File: src/rtl/ps2_kbd_pkg.sv
// Shared types and constants for the PS/2 scan-code to calculator-key decoder.
package ps2_kbd_pkg;

    localparam int KEY_W = 5;

    typedef enum logic [1:0] {
        IDLE    = 2'd0,
        EXT     = 2'd1,
        BRK     = 2'd2,
        EXT_BRK = 2'd3
    } state_e;

    localparam logic [7:0] SC_EXT = 8'hE0;
    localparam logic [7:0] SC_BRK = 8'hF0;
    localparam logic [7:0] SC_ERR = 8'h00;

    localparam logic [KEY_W-1:0] KEY_0     = 5'd0;
    localparam logic [KEY_W-1:0] KEY_1     = 5'd1;
    localparam logic [KEY_W-1:0] KEY_2     = 5'd2;
    localparam logic [KEY_W-1:0] KEY_3     = 5'd3;
    localparam logic [KEY_W-1:0] KEY_4     = 5'd4;
    localparam logic [KEY_W-1:0] KEY_5     = 5'd5;
    localparam logic [KEY_W-1:0] KEY_6     = 5'd6;
    localparam logic [KEY_W-1:0] KEY_7     = 5'd7;
    localparam logic [KEY_W-1:0] KEY_8     = 5'd8;
    localparam logic [KEY_W-1:0] KEY_9     = 5'd9;
    localparam logic [KEY_W-1:0] KEY_ADD   = 5'd10;
    localparam logic [KEY_W-1:0] KEY_SUB   = 5'd11;
    localparam logic [KEY_W-1:0] KEY_MUL   = 5'd12;
    localparam logic [KEY_W-1:0] KEY_DIV   = 5'd13;
    localparam logic [KEY_W-1:0] KEY_ENTER = 5'd14;
    localparam logic [KEY_W-1:0] KEY_CLEAR = 5'd15;
    localparam logic [KEY_W-1:0] KEY_BKSP  = 5'd16;

endpackage

File: src/rtl/ps2_scan_lut.sv
// Combinational Set-2 map from {extended, scan byte} to calculator key code.
module ps2_scan_lut
    import ps2_kbd_pkg::*;
(
    input  logic             i_ext,
    input  logic [7:0]       i_code,
    output logic             o_hit,
    output logic [KEY_W-1:0] o_key
);

    always_comb begin
        o_hit = 1'b1;
        o_key = KEY_0;
        case ({i_ext, i_code})
            9'h045, 9'h070: o_key = KEY_0;
            9'h016, 9'h069: o_key = KEY_1;
            9'h01E, 9'h072: o_key = KEY_2;
            9'h026, 9'h07A: o_key = KEY_3;
            9'h025, 9'h06B: o_key = KEY_4;
            9'h02E, 9'h073: o_key = KEY_5;
            9'h036, 9'h074: o_key = KEY_6;
            9'h03D, 9'h06C: o_key = KEY_7;
            9'h03E, 9'h075: o_key = KEY_8;
            9'h046, 9'h07D: o_key = KEY_9;
            9'h079:         o_key = KEY_ADD;
            9'h07B, 9'h04E: o_key = KEY_SUB;
            9'h07C:         o_key = KEY_MUL;
            9'h14A:         o_key = KEY_DIV;
            9'h05A, 9'h15A, 9'h055: o_key = KEY_ENTER;
            9'h076:         o_key = KEY_CLEAR;
            9'h066:         o_key = KEY_BKSP;
            default: begin
                o_hit = 1'b0;
                o_key = KEY_0;
            end
        endcase
    end

endmodule

File: src/rtl/ps2_key_decoder.sv
// Turns PS/2 scan-code bytes into one-cycle calculator key events: prefix
// resolution, typematic suppression and a timeout on dangling prefixes.
module ps2_key_decoder
    import ps2_kbd_pkg::*;
#(
    parameter int TIMEOUT_CYCLES = 200000,
    parameter int TMO_W          = 18
) (
    input  logic             clk_i,
    input  logic             rst_i,
    input  logic [7:0]       rx_data_i,
    input  logic             rx_done_i,
    output logic [KEY_W-1:0] key_o,
    output logic             key_valid_o,
    output logic             prefix_pending_o
);

    localparam logic [TMO_W-1:0] TMO_LAST = TMO_W'(TIMEOUT_CYCLES - 1);

    logic             r_sync1, r_sync2, r_edge;
    state_e           r_state;
    logic [TMO_W-1:0] r_tmo_cnt;
    logic             r_held_v, r_held_ext;
    logic [7:0]       r_held_code;

    logic             w_byte_evt, w_ext, w_held_match, w_hit;
    logic [KEY_W-1:0] w_key;

    // Flops preset high so a flag already high at reset release is not a fall.
    always_ff @(posedge clk_i or posedge rst_i) begin
        if (rst_i) begin
            r_sync1 <= 1'b1;
            r_sync2 <= 1'b1;
            r_edge  <= 1'b1;
        end else begin
            r_sync1 <= rx_done_i;
            r_sync2 <= r_sync1;
            r_edge  <= r_sync2;
        end
    end

    assign w_byte_evt   = r_edge && !r_sync2 && (rx_data_i != SC_ERR);
    assign w_ext        = (r_state == EXT) || (r_state == EXT_BRK);
    assign w_held_match = r_held_v && (r_held_ext == w_ext) && (r_held_code == rx_data_i);

    ps2_scan_lut u_lut (
        .i_ext  (w_ext),
        .i_code (rx_data_i),
        .o_hit  (w_hit),
        .o_key  (w_key)
    );

    always_ff @(posedge clk_i or posedge rst_i) begin
        if (rst_i) begin
            r_state          <= IDLE;
            r_tmo_cnt        <= '0;
            r_held_v         <= 1'b0;
            r_held_ext       <= 1'b0;
            r_held_code      <= 8'h00;
            key_o            <= KEY_0;
            key_valid_o      <= 1'b0;
            prefix_pending_o <= 1'b0;
        end else begin
            key_valid_o <= 1'b0;
            if (w_byte_evt) begin
                r_tmo_cnt <= '0;
                if ((r_state == IDLE || r_state == EXT) && rx_data_i == SC_EXT) begin
                    r_state          <= EXT;
                    prefix_pending_o <= 1'b1;
                end else if (r_state == IDLE && rx_data_i == SC_BRK) begin
                    r_state          <= BRK;
                    prefix_pending_o <= 1'b1;
                end else if (r_state == EXT && rx_data_i == SC_BRK) begin
                    r_state          <= EXT_BRK;
                    prefix_pending_o <= 1'b1;
                end else begin
                    // Any other byte completes a make or break and ends the sequence.
                    r_state          <= IDLE;
                    prefix_pending_o <= 1'b0;
                    if (r_state == BRK || r_state == EXT_BRK) begin
                        if (w_held_match) begin
                            r_held_v <= 1'b0;
                        end
                    end else if (w_hit && !w_held_match) begin
                        key_valid_o <= 1'b1;
                        key_o       <= w_key;
                        r_held_v    <= 1'b1;
                        r_held_ext  <= w_ext;
                        r_held_code <= rx_data_i;
                    end
                end
            end else if (r_state != IDLE) begin
                if (r_tmo_cnt == TMO_LAST) begin
                    r_state          <= IDLE;
                    r_tmo_cnt        <= '0;
                    prefix_pending_o <= 1'b0;
                end else begin
                    r_tmo_cnt <= r_tmo_cnt + 1'b1;
                end
            end
        end
    end

endmodule

File: config.mk
export PLATFORM = sky130hd
export DESIGN_NAME = ps2_key_decoder
export DESIGN_NICKNAME = d
export VERILOG_FILES = /design/src/rtl/ps2_kbd_pkg.sv /design/src/rtl/ps2_scan_lut.sv /design/src/rtl/ps2_key_decoder.sv
export SDC_FILE = /design/constraint.sdc
export NUM_CORES = 1
export LEC_CHECK = 0
export CORE_MARGIN = 2
export CORE_UTILIZATION = 35
export CTS_CLUSTER_DIAMETER = 80
export CTS_CLUSTER_SIZE = 24
export DETAILED_ROUTE_END_ITERATION = 8
export PLACE_DENSITY = 0.61
export SLEW_MARGIN = 10
export SYNTH_ARGS = -nofsm -noshare
export SYNTH_HDL_FRONTEND = slang
export SYNTH_SLANG_ARGS = --single-unit
File: constraint.sdc
create_clock -name clk_i -period 3.4 [get_ports clk_i]
set_input_delay 0.51 -clock clk_i [delete_from_list [all_inputs] [get_ports clk_i]]
set_output_delay 0.51 -clock clk_i [all_outputs]
set_load 0.05 [all_outputs]
**Met2 routing**

Scale: 6 px per um.
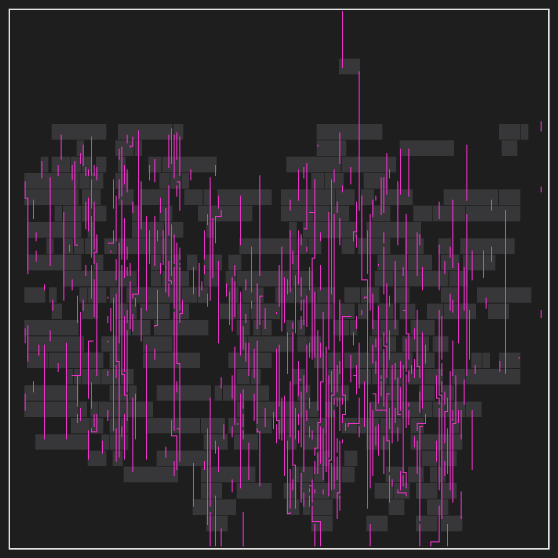
- share of all routed wire: 46%
- longest straight run: 38.1 um
- wire length on this layer: 2,640 um
- main direction: vertical

**Routing congestion**

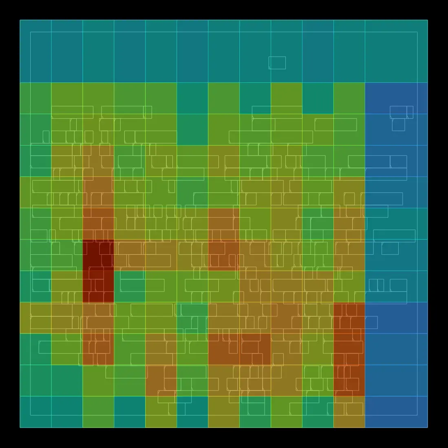
DR WL/cell: 14.84 um
global routing usage on met1: 0.2344

**The metal 3 layer**

Scale: 6 px per um.
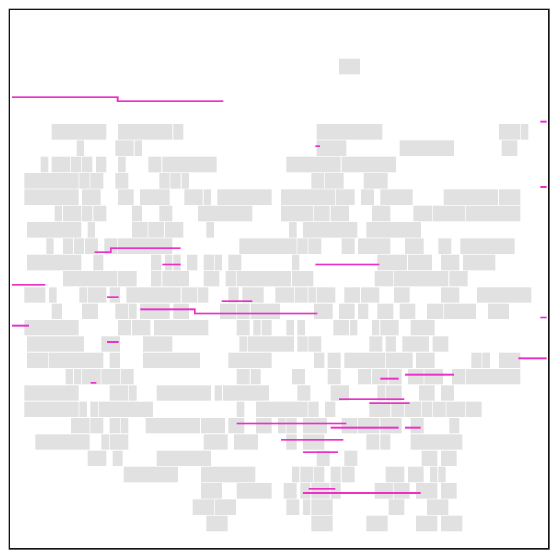
- longest straight run: 20.2 um
- share of all routed wire: 3.7%
- main direction: horizontal
- wire length on this layer: 215 um
- nets with wire on the layer: 20
GR Util met3: 0.02834
WL final: 5.788 mm
routed vias: 2,028

**Pin map**

Scale: 6 px per um. Pins as bars across the die edge, other pins in gray.
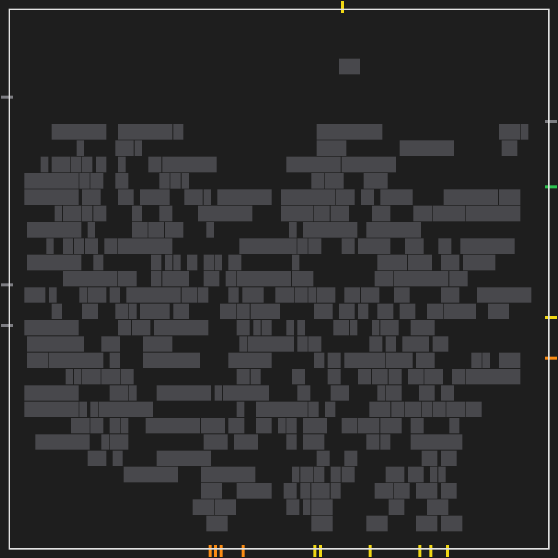
- orange: `key_o` (pins 5; direction output; edge 4 bottom, 1 right)
- green: `key_valid_o` (pins 1; direction output; edge right)
- yellow: `rx_data_i` (pins 8; direction input; edge 6 bottom, 1 right, 1 top)
- all pins by edge: 10 bottom, 4 right, 3 left, 1 top

==> GITHUB_STEP_SUMMARY <==
## Implementation flow summary

| Metric | Value |
|---|---|
| Port-buffer cells | `17` |
| Critical path endpoint | `r_held_code[6]$_DFFE_PP0P_` |
| Syn nets | `273` |
| Die ar. | `8041 sq um` |
| Worst hold endpoint | `r_sync2$_DFF_PP1_` |
| Dominant kind of combinational cell | `simple AND/OR/NAND/NOR gates` |
| CTS buffer count | `5` |
| Worst R2R Setup Slack | `0.81 ns` |
| P_comb | `0.000270 W` |
| Kind of critical path | `input pin to flip-flop` |
| Seq cells post-synth | `40` |
| Finished Layout Cells | `390` |
| Synth top area share | `0.3604` |
| Async set-or-reset flop fraction in the synthesized netlist | `1.000` |
| Remaining Overflow, GRT | `0` |
| Fill cells | `696` |
| Latency at later pin | `0.29 ns` |
| Largest net degree at the start of global routing | `41` |
| Top-count cell post-synth | `dfrtp_1` |
| Pleak | `1.271 nW` |
| WP depth | `8` |
| M1 WL | `2.846 mm` |
| Starting DRC count in detailed routing | `157` |
| Gr busiest metal | `met2` |
| CP Launch Point | `rx_data_i[6]` |
| Yosys Chip Area | `2569 sq um` |
| Bufs w/o clock | `36` |
| Critical-path cell list | `clkdlybuf4s50_1, nor3b_4, nor4b_4, a32o_1, nor4b_4, a31oi_4, buf_12, mux2_2` |
| HPWL after DPL | `4.295 mm` |
| Slew at the pin with the worst max-slew slack | `0.8031 ns` |
| Met2 Use GR | `0.2480` |
| CP max-delay cell | `clkdlybuf4s50_1` |
| Boundary Pins | `18` |
| Gate power share | `0.218` |
| Non-clk invs | `9` |
| HP Class | `flip-flop to flip-flop` |
| Die Width | `89.67 um` |
| Combinational share of cell area | `0.4712` |
| Relative slew slack | `0.4610` |
| N_taps | `99` |
| Reg2reg end | `r_held_code[6]$_DFFE_PP0P_` |
| Adder-Cell Fraction of Synth Area | `0.004871` |
| Worst endpoint required time | `3.57 ns` |
| Worst R2R Start | `r_state[0]$_DFFE_PP0P_` |
| Area after DPL | `2922 sq um` |
| Dpl ws | `0.2228 ns` |
| Vias in the first global route | `1,987` |
| CP top delay family | `buffers and inverters` |
| Chip Height | `89.67 um` |
| Yosys simple share | `0.2762` |
| Ant diodes | `0` |
| Layout clock area frac | `0.03988` |
| Highest routed metal layer | `met4` |
| Max incr delay on CP | `0.67 ns` |
| Comb area | `1434 sq um` |
| Worst Hold Launch | `r_sync1$_DFF_PP1_` |
| Post-cts gate resize count | `0` |
| Top pwr grp | `sequential cells` |
| RePlAce Congestion | `0.9753` |
| Via/cell ratio | `5.200` |
| Final Instance Area | `3043 sq um` |
| Startpoint types | `input pin` |
| Crit. End Element | `flip-flop` |
| Area grow syn2layout | `18.46%` |
| H-tree depth | `2` |
| Post-Synthesis Cells | `261` |
| Top cells by area | `dfrtp_1 36%, xor2_1 5.1%, xnor2_1 4.1%` |
| Metal3 WL | `214 um` |
| Outcome | `completed` |
| Cell taking the most area after synthesis | `dfrtp_1` |
| Fin worst setup slack | `0.5028 ns` |
| Post-route core utilization | `0.4241` |
| Dpl cells | `382` |
| Main flop type | `dfrtp_1` |
| Hold-fix buffers, CTS | `0` |
| Clock network fraction of design power | `0.328` |
| Worst hold stages | `0` |
| VDD IR max | `227.2 uV` |
| Fmax | `345.2 MHz` |
| CLK BUF | `6` |
| Fp_density | `0.3580` |
| Crit path max fanout | `12` |
| EDFF count, synth | `0` |
| RSZ-0062 raised after global routing | `no` |
## sequential cells by signal (all words and copies together), names as in the netlist
register / cells
r_state: 2
prefix_pending_o: 1
r_sync1: 1
r_held_ext: 1
r_edge: 1
key_o: 5
r_held_v: 1
r_tmo_cnt: 18
r_sync2: 1
r_held_code: 8
key_valid_o: 1
## placed cells by master, fill, tap and decap left out, types with 3 or more instances in the layout
master,count
dfrtp_1,37
nor2_1,23
buf_4,18
clkdlybuf4s50_1,17
xor2_1,15
xnor2_1,12
nor3_1,11
nand3_1,11
nand2_1,10
a21oi_1,10
o21ai_0,10
inv_1,9
or3_1,8
and3_1,7
nand2b_1,6
mux2_4,6
clkbuf_8,6
nand4_1,5
nor4_1,5
o22ai_1,5
mux2_2,5
or4_1,3
nor3b_1,3
nor2b_1,3
dfstp_2,3
Power is estimated from default activity; no workload was simulated.
